### src/rtl/serial_operand_rx_pkg.sv
// Shared definitions for the serial operand receiver of the adder demo.
//   DATA_W_DEF : default operand width
//   FRAME_LEN  : bits per frame (two operands)
//   rx_state_t : receiver FSM states
package cda_demo_pkg;

    localparam int DATA_W_DEF = 8;
    localparam int FRAME_LEN  = 2 * DATA_W_DEF;

    typedef enum logic [1:0] {
        ARM   = 2'd0,
        IDLE  = 2'd1,
        SHIFT = 2'd2
    } rx_state_t;

endpackage

### src/rtl/bit_sync.sv
// Single-bit synchronizer: STAGES flops in series, all reset to RST_VAL.
//   clk : system clock
//   rst : synchronous active-high reset
//   d   : asynchronous input
//   q   : synchronized output (last flop of the chain)
module bit_sync #(
    parameter int   STAGES  = 2,
    parameter logic RST_VAL = 1'b0
) (
    input  logic clk,
    input  logic rst,
    input  logic d,
    output logic q
);

    logic [STAGES-1:0] ff;

    always_ff @(posedge clk) begin
        if (rst) ff <= {STAGES{RST_VAL}};
        else     ff <= {ff[STAGES-2:0], d};
    end

    assign q = ff[STAGES-1];

endmodule

### src/rtl/serial_operand_rx.sv
// Receives two DATA_W-bit operands over a 3-wire SPI-style link
// (s_csn / s_sck / s_sdi, MSB first) oversampled by clk.
//   clk, rst          : system clock, synchronous active-high reset
//   s_csn/s_sck/s_sdi : asynchronous serial link pins
//   op_a, op_b        : operand pair, held between frames
//   op_valid          : one-cycle pulse when op_a/op_b are updated
//   frame_err         : one-cycle pulse when a frame had the wrong bit count
//   busy              : high while a frame is being shifted in
module serial_operand_rx
    import cda_demo_pkg::*;
#(
    parameter int DATA_W      = DATA_W_DEF,
    parameter int SYNC_STAGES = 2
) (
    input  logic              clk,
    input  logic              rst,
    input  logic              s_csn,
    input  logic              s_sck,
    input  logic              s_sdi,
    output logic [DATA_W-1:0] op_a,
    output logic [DATA_W-1:0] op_b,
    output logic              op_valid,
    output logic              frame_err,
    output logic              busy
);

    localparam int         FRAME_BITS = 2 * DATA_W;
    localparam int         CNT_W      = $clog2(FRAME_BITS + 1);
    // Cycles after reset before the csn edge register reflects the pin;
    // until then the synchronizer still holds its reset value.
    localparam logic [2:0] ARM_SETTLE = 3'(SYNC_STAGES + 1);

    logic csn_s, sck_s, sdi_s;
    logic csn_d, sck_d, sdi_d;
    logic sck_rise, csn_fall, csn_rise;

    rx_state_t state, state_nx;

    logic [FRAME_BITS-1:0] shift_q;
    logic [CNT_W-1:0]      cnt;
    logic                  ovf;
    logic [2:0]            arm_cnt;

    // ---------------- synchronizers ----------------
    bit_sync #(.STAGES(SYNC_STAGES), .RST_VAL(1'b1)) u_sync_csn (
        .clk(clk), .rst(rst), .d(s_csn), .q(csn_s));
    bit_sync #(.STAGES(SYNC_STAGES), .RST_VAL(1'b0)) u_sync_sck (
        .clk(clk), .rst(rst), .d(s_sck), .q(sck_s));
    bit_sync #(.STAGES(SYNC_STAGES), .RST_VAL(1'b0)) u_sync_sdi (
        .clk(clk), .rst(rst), .d(s_sdi), .q(sdi_s));

    // ---------------- edge detection ----------------
    // Strobes are registered; sdi_d is delayed by the same stage so the
    // data bit lines up with its sck_rise strobe.
    always_ff @(posedge clk) begin
        if (rst) begin
            csn_d    <= 1'b1;
            sck_d    <= 1'b0;
            sdi_d    <= 1'b0;
            sck_rise <= 1'b0;
            csn_fall <= 1'b0;
            csn_rise <= 1'b0;
        end else begin
            csn_d    <= csn_s;
            sck_d    <= sck_s;
            sdi_d    <= sdi_s;
            sck_rise <= sck_s & ~sck_d;
            csn_fall <= ~csn_s & csn_d;
            csn_rise <= csn_s & ~csn_d;
        end
    end

    // ---------------- FSM ----------------
    always_ff @(posedge clk) begin
        if (rst) state <= ARM;
        else     state <= state_nx;
    end

    always_comb begin
        state_nx = state;
        case (state)
            ARM:     if (arm_cnt == ARM_SETTLE && csn_d) state_nx = IDLE;
            IDLE:    if (csn_fall) state_nx = SHIFT;
            SHIFT:   if (csn_rise) state_nx = IDLE;
            default: state_nx = ARM;
        endcase
    end

    // ---------------- datapath and outputs ----------------
    always_ff @(posedge clk) begin
        if (rst) begin
            shift_q   <= '0;
            cnt       <= '0;
            ovf       <= 1'b0;
            arm_cnt   <= '0;
            op_a      <= '0;
            op_b      <= '0;
            op_valid  <= 1'b0;
            frame_err <= 1'b0;
            busy      <= 1'b0;
        end else begin
            op_valid  <= 1'b0;
            frame_err <= 1'b0;
            busy      <= (state_nx == SHIFT);

            if (state == ARM && arm_cnt != ARM_SETTLE) arm_cnt <= arm_cnt + 3'd1;

            case (state)
                IDLE: begin
                    if (csn_fall) begin
                        shift_q <= '0;
                        cnt     <= '0;
                        ovf     <= 1'b0;
                    end
                end
                SHIFT: begin
                    // csn_rise takes priority over a coincident sck edge
                    if (csn_rise) begin
                        if (cnt == CNT_W'(FRAME_BITS) && !ovf) begin
                            op_a     <= shift_q[FRAME_BITS-1:DATA_W];
                            op_b     <= shift_q[DATA_W-1:0];
                            op_valid <= 1'b1;
                        end else begin
                            frame_err <= 1'b1;
                        end
                    end else if (sck_rise) begin
                        if (cnt == CNT_W'(FRAME_BITS)) begin
                            ovf <= 1'b1;
                        end else begin
                            shift_q <= {shift_q[FRAME_BITS-2:0], sdi_d};
                            cnt     <= cnt + 1'b1;
                        end
                    end
                end
                default: ;
            endcase
        end
    end

endmodule

### config.mk
export PLATFORM = sky130hd
export DESIGN_NAME = serial_operand_rx
export DESIGN_NICKNAME = d
export VERILOG_FILES = /design/src/rtl/serial_operand_rx_pkg.sv /design/src/rtl/bit_sync.sv /design/src/rtl/serial_operand_rx.sv
export SDC_FILE = /design/constraint.sdc
export NUM_CORES = 1
export LEC_CHECK = 0
export ABC_AREA = 1
export CAP_MARGIN = 20
export CORE_MARGIN = 2
export CORE_UTILIZATION = 63
export CTS_BUF_LIST = sky130_fd_sc_hd__clkbuf_4
export DETAILED_ROUTE_END_ITERATION = 7
export GPL_TIMING_DRIVEN = 0
export PLACE_DENSITY = 0.87
export SETUP_SLACK_MARGIN = 0.2
export SYNTH_ARGS = -nofsm -noshare
export SYNTH_HDL_FRONTEND = slang
export SYNTH_SLANG_ARGS = --single-unit
### constraint.sdc
create_clock -name clk -period 3.4 [get_ports clk]
set_input_delay 0.51 -clock clk [delete_from_list [all_inputs] [get_ports clk]]
set_output_delay 0.51 -clock clk [all_outputs]
set_load 0.005 [all_outputs]
==> impl_metrics.py, run 1 <==
# Synthesis and PnR figures
metrics = {
    "status": {
        "run_status": "complete, no violations",
    },
    "detailed_routing": {
        "via_per_inst": 5.30,
    },
    "floorplan": {
        "io_pins": 24,
    },
    "finish": {
        "largest_reg_flops": 16,
        "drive_above_1_share": 0.128,
        "logic_gates": 213,
        "top_register": "shift_q",
        "largest_class": "flip-flops and latches",
        "num-nonclk-inverters": 25,
    },
    "clock_tree": {
        "clock_latency_ns": 0.41,
        "cts_buffers": 9,
        "clock_path_buffers": 2,
        "cts_setup_buffers": 0,
        "cts_resized": 0,
    },
    "worst_hold_path": {
        "min_path_cells": 1,
        "hp-class": "reg2reg",
    },
    "sta": {
        "worst_pin_slew_ns": 0.515,
        "max-slew-margin-rel": 0.657,
        "setup_viol": 0,
        "setup_tns_ns": 0,
        "setup_ws_ns": 1.63,
        "drv_slew": 0,
    },
    "place": {
        "io_buffer_count": 22,
    },
    "logic_synthesis": {
        "yosys_warnings": 0,
        "yosysCellCount": 314,
        "fp_nets": 323,
        "edf_count": 0,
    },
    "critical_path": {
        "crit_required_ns": 2.89,
    },
    "global_routing": {
        "antenna_found_initial": 0,
    },
}
## run 1: power by group
part           total (mW)  switching (mW)  internal (mW)  leakage [nW]
logic               0.312           0.189          0.123         0.661
clock network       0.540           0.251          0.290        0.0784
registers           0.805          0.0574          0.748         0.471
## run 1: metal layers
layer,global-route usage,wire length (um),part of all wire
met5,0,0,0
met4,0.167,114,0.021
met3,0.0651,323,0.060
met2,0.461,2600,0.49
met1,0.328,2310,0.43
## run 1: kinds of logic (layout without fill, tap and decap cells)
kind of cell | count (synthesis) | after routing | synth area share
compound gates | 47 | 47 | 0.102
fa+ha+maj | 4 | 4 | 0.0209
flops | 58 | 58 | 0.484
buf+inv | 43 | 81 | 0.0829
simple gates | 162 | 162 | 0.310
Figure 1. Sizing map (run 1).
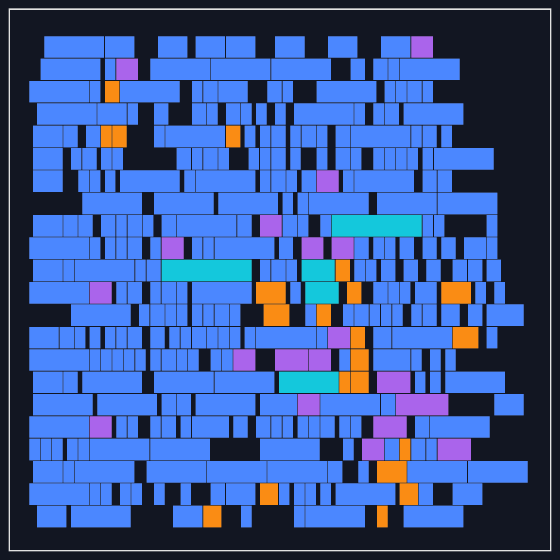
Purple stands for x3 and x4, cells 19, share 5.4%, most used clkbuf_4. Cyan stands for x6 and larger, cells 5, share 1.4%. Orange stands for x2, cells 21, share 6.0%, most used buf_2. Blue stands for x1 and smaller, cells 307, share 87%, most used nor2_1.

Figure 2. Routed clock nets over the placement (run 1).
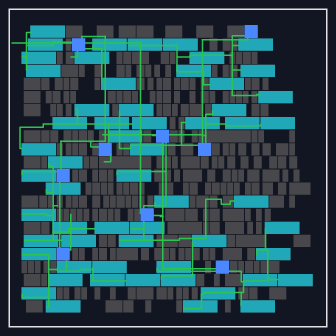
Blue stands for clock-net drivers, count 9. Cyan stands for flip-flops, count 58. Green stands for clock wires, length 686 um.
Position of the flops: spread over the die. There are 10 routed clock nets.

Figure 3. Selected gate families (run 1).
The bar under the picture is 20 um long.
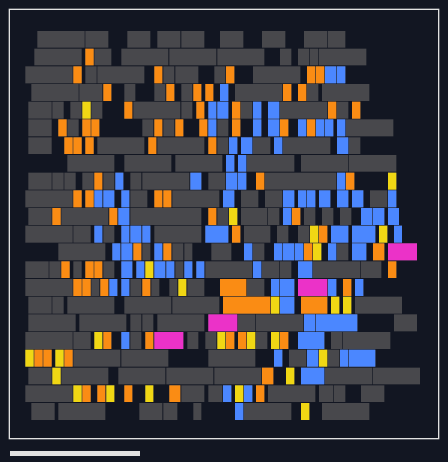
Blue stands for nand cells, cells 85. Yellow stands for inv cells, cells 25. Magenta stands for fa/ha/maj cells, cells 4. Orange stands for nor cells, cells 74.
most numerous logic cell after layout: nor2_1
Layout Cells excl Fill: 400

==> inputs of run 2 (changes only) <==
Settings changed: CORE_UTILIZATION 63 to 58, PLACE_DENSITY 0.87 to 0.81.
Clock period 3.4 ns to 1.7 ns, I/O delays scaled along.
==> impl_metrics.py, run 2 <==
# Synthesis and PnR figures
metrics = {
    "sta": {
        "setup_ws_ns": 0.176,
        "worst_pin_slew_ns": 0.512,
        "setup_viol": 0,
        "max-slew-margin-rel": 0.659,
        "setup_tns_ns": 0,
    },
    "detailed_routing": {
        "wl_met1_um": 2600,
        "wl_met3_um": 349,
        "top_layer_used": "met4",
        "drt_first_iter_violations": 156,
        "via_per_inst": 5.30,
    },
    "logic_synthesis": {
        "aoi_share": 0.102,
        "yosysCellCount": 314,
        "fp_nets": 323,
        "synthAdderAreaFrac": 0.0209,
        "xor_area_frac": 0,
        "edf_count": 0,
    },
    "worst_hold_path": {
        "hp-class": "in2reg",
    },
    "finish": {
        "lay_top_count": "nor2_1",
        "logic_gates": 213,
        "diodes": 0,
        "num-nonclk-inverters": 26,
        "top_register": "shift_q",
        "largest_reg_flops": 16,
        "lay_top_cells": "55 x nor2_1, 48 x nand2_1, 48 x dfxtp_1",
    },
    "clock_tree": {
        "cts_resized": 27,
        "cts_buffers": 9,
        "clock_latency_ns": 0.41,
        "clock_path_buffers": 2,
        "cts_setup_buffers": 8,
    },
    "global_routing": {
        "grt_use_total": 0.272,
        "grt_pass1_vias": 2051,
        "met3_usage": 0.0592,
        "antenna_found_initial": 0,
        "busiest_layer": "met2",
        "use_met2": 0.459,
    },
    "place": {
        "io_buffer_count": 22,
    },
    "floorplan": {
        "die_height_um": 68.3,
        "io_pins": 24,
    },
    "pwr": {
        "clock_power_share": 0.261,
        "powerComb_uw": 742,
        "internal-power_mw": 2.16,
        "switching_power_mw": 1.04,
        "p_clk_uw": 837,
        "sw_frac_of_total": 0.326,
        "pg_seq_mw": 1.62,
        "maxPowerGroup": "registers",
        "p_comb_frac": 0.232,
    },
    "critical_path": {
        "crit_required_ns": 1.99,
    },
    "status": {
        "run_status": "complete, no violations",
    },
}
run 2: path summary, 6_finish.rpt:
| path | depth (start not counted) | slack, ns | to | start |
|---|---|---|---|---|
| max | 11 | 0.18 | op_a[1]$_SDFFE_PP0P_ | cnt[1]$_SDFFE_PP0P_ |
| min | 2 | 0.19 | shift_q[12]$_SDFFE_PP0P_ | rst |
| max reg2reg | 11 | 0.18 | op_a[1]$_SDFFE_PP0P_ | cnt[1]$_SDFFE_PP0P_ |
| min reg2reg | 1 | 0.39 | sck_rise$_SDFF_PP0_ | sck_d$_SDFF_PP0_ |
Figure 4. Selected gate families (run 2).
The bar under the picture is 20 um long.
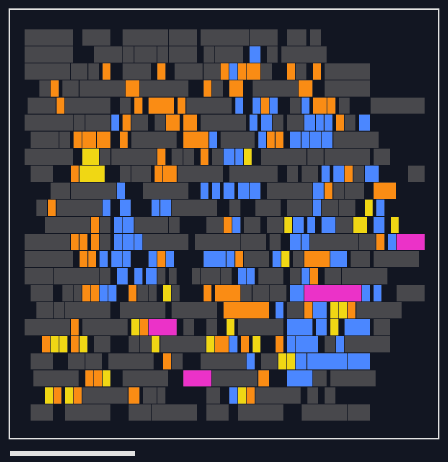
Yellow stands for inv cells, cells 26. Magenta stands for fa/ha/maj cells, cells 4. Orange stands for nor cells, cells 74. Blue stands for nand cells, cells 85.
multi-input combinational area share: 0.362
Layout Cells excl Fill: 416

Power is estimated from default activity; no workload was simulated.
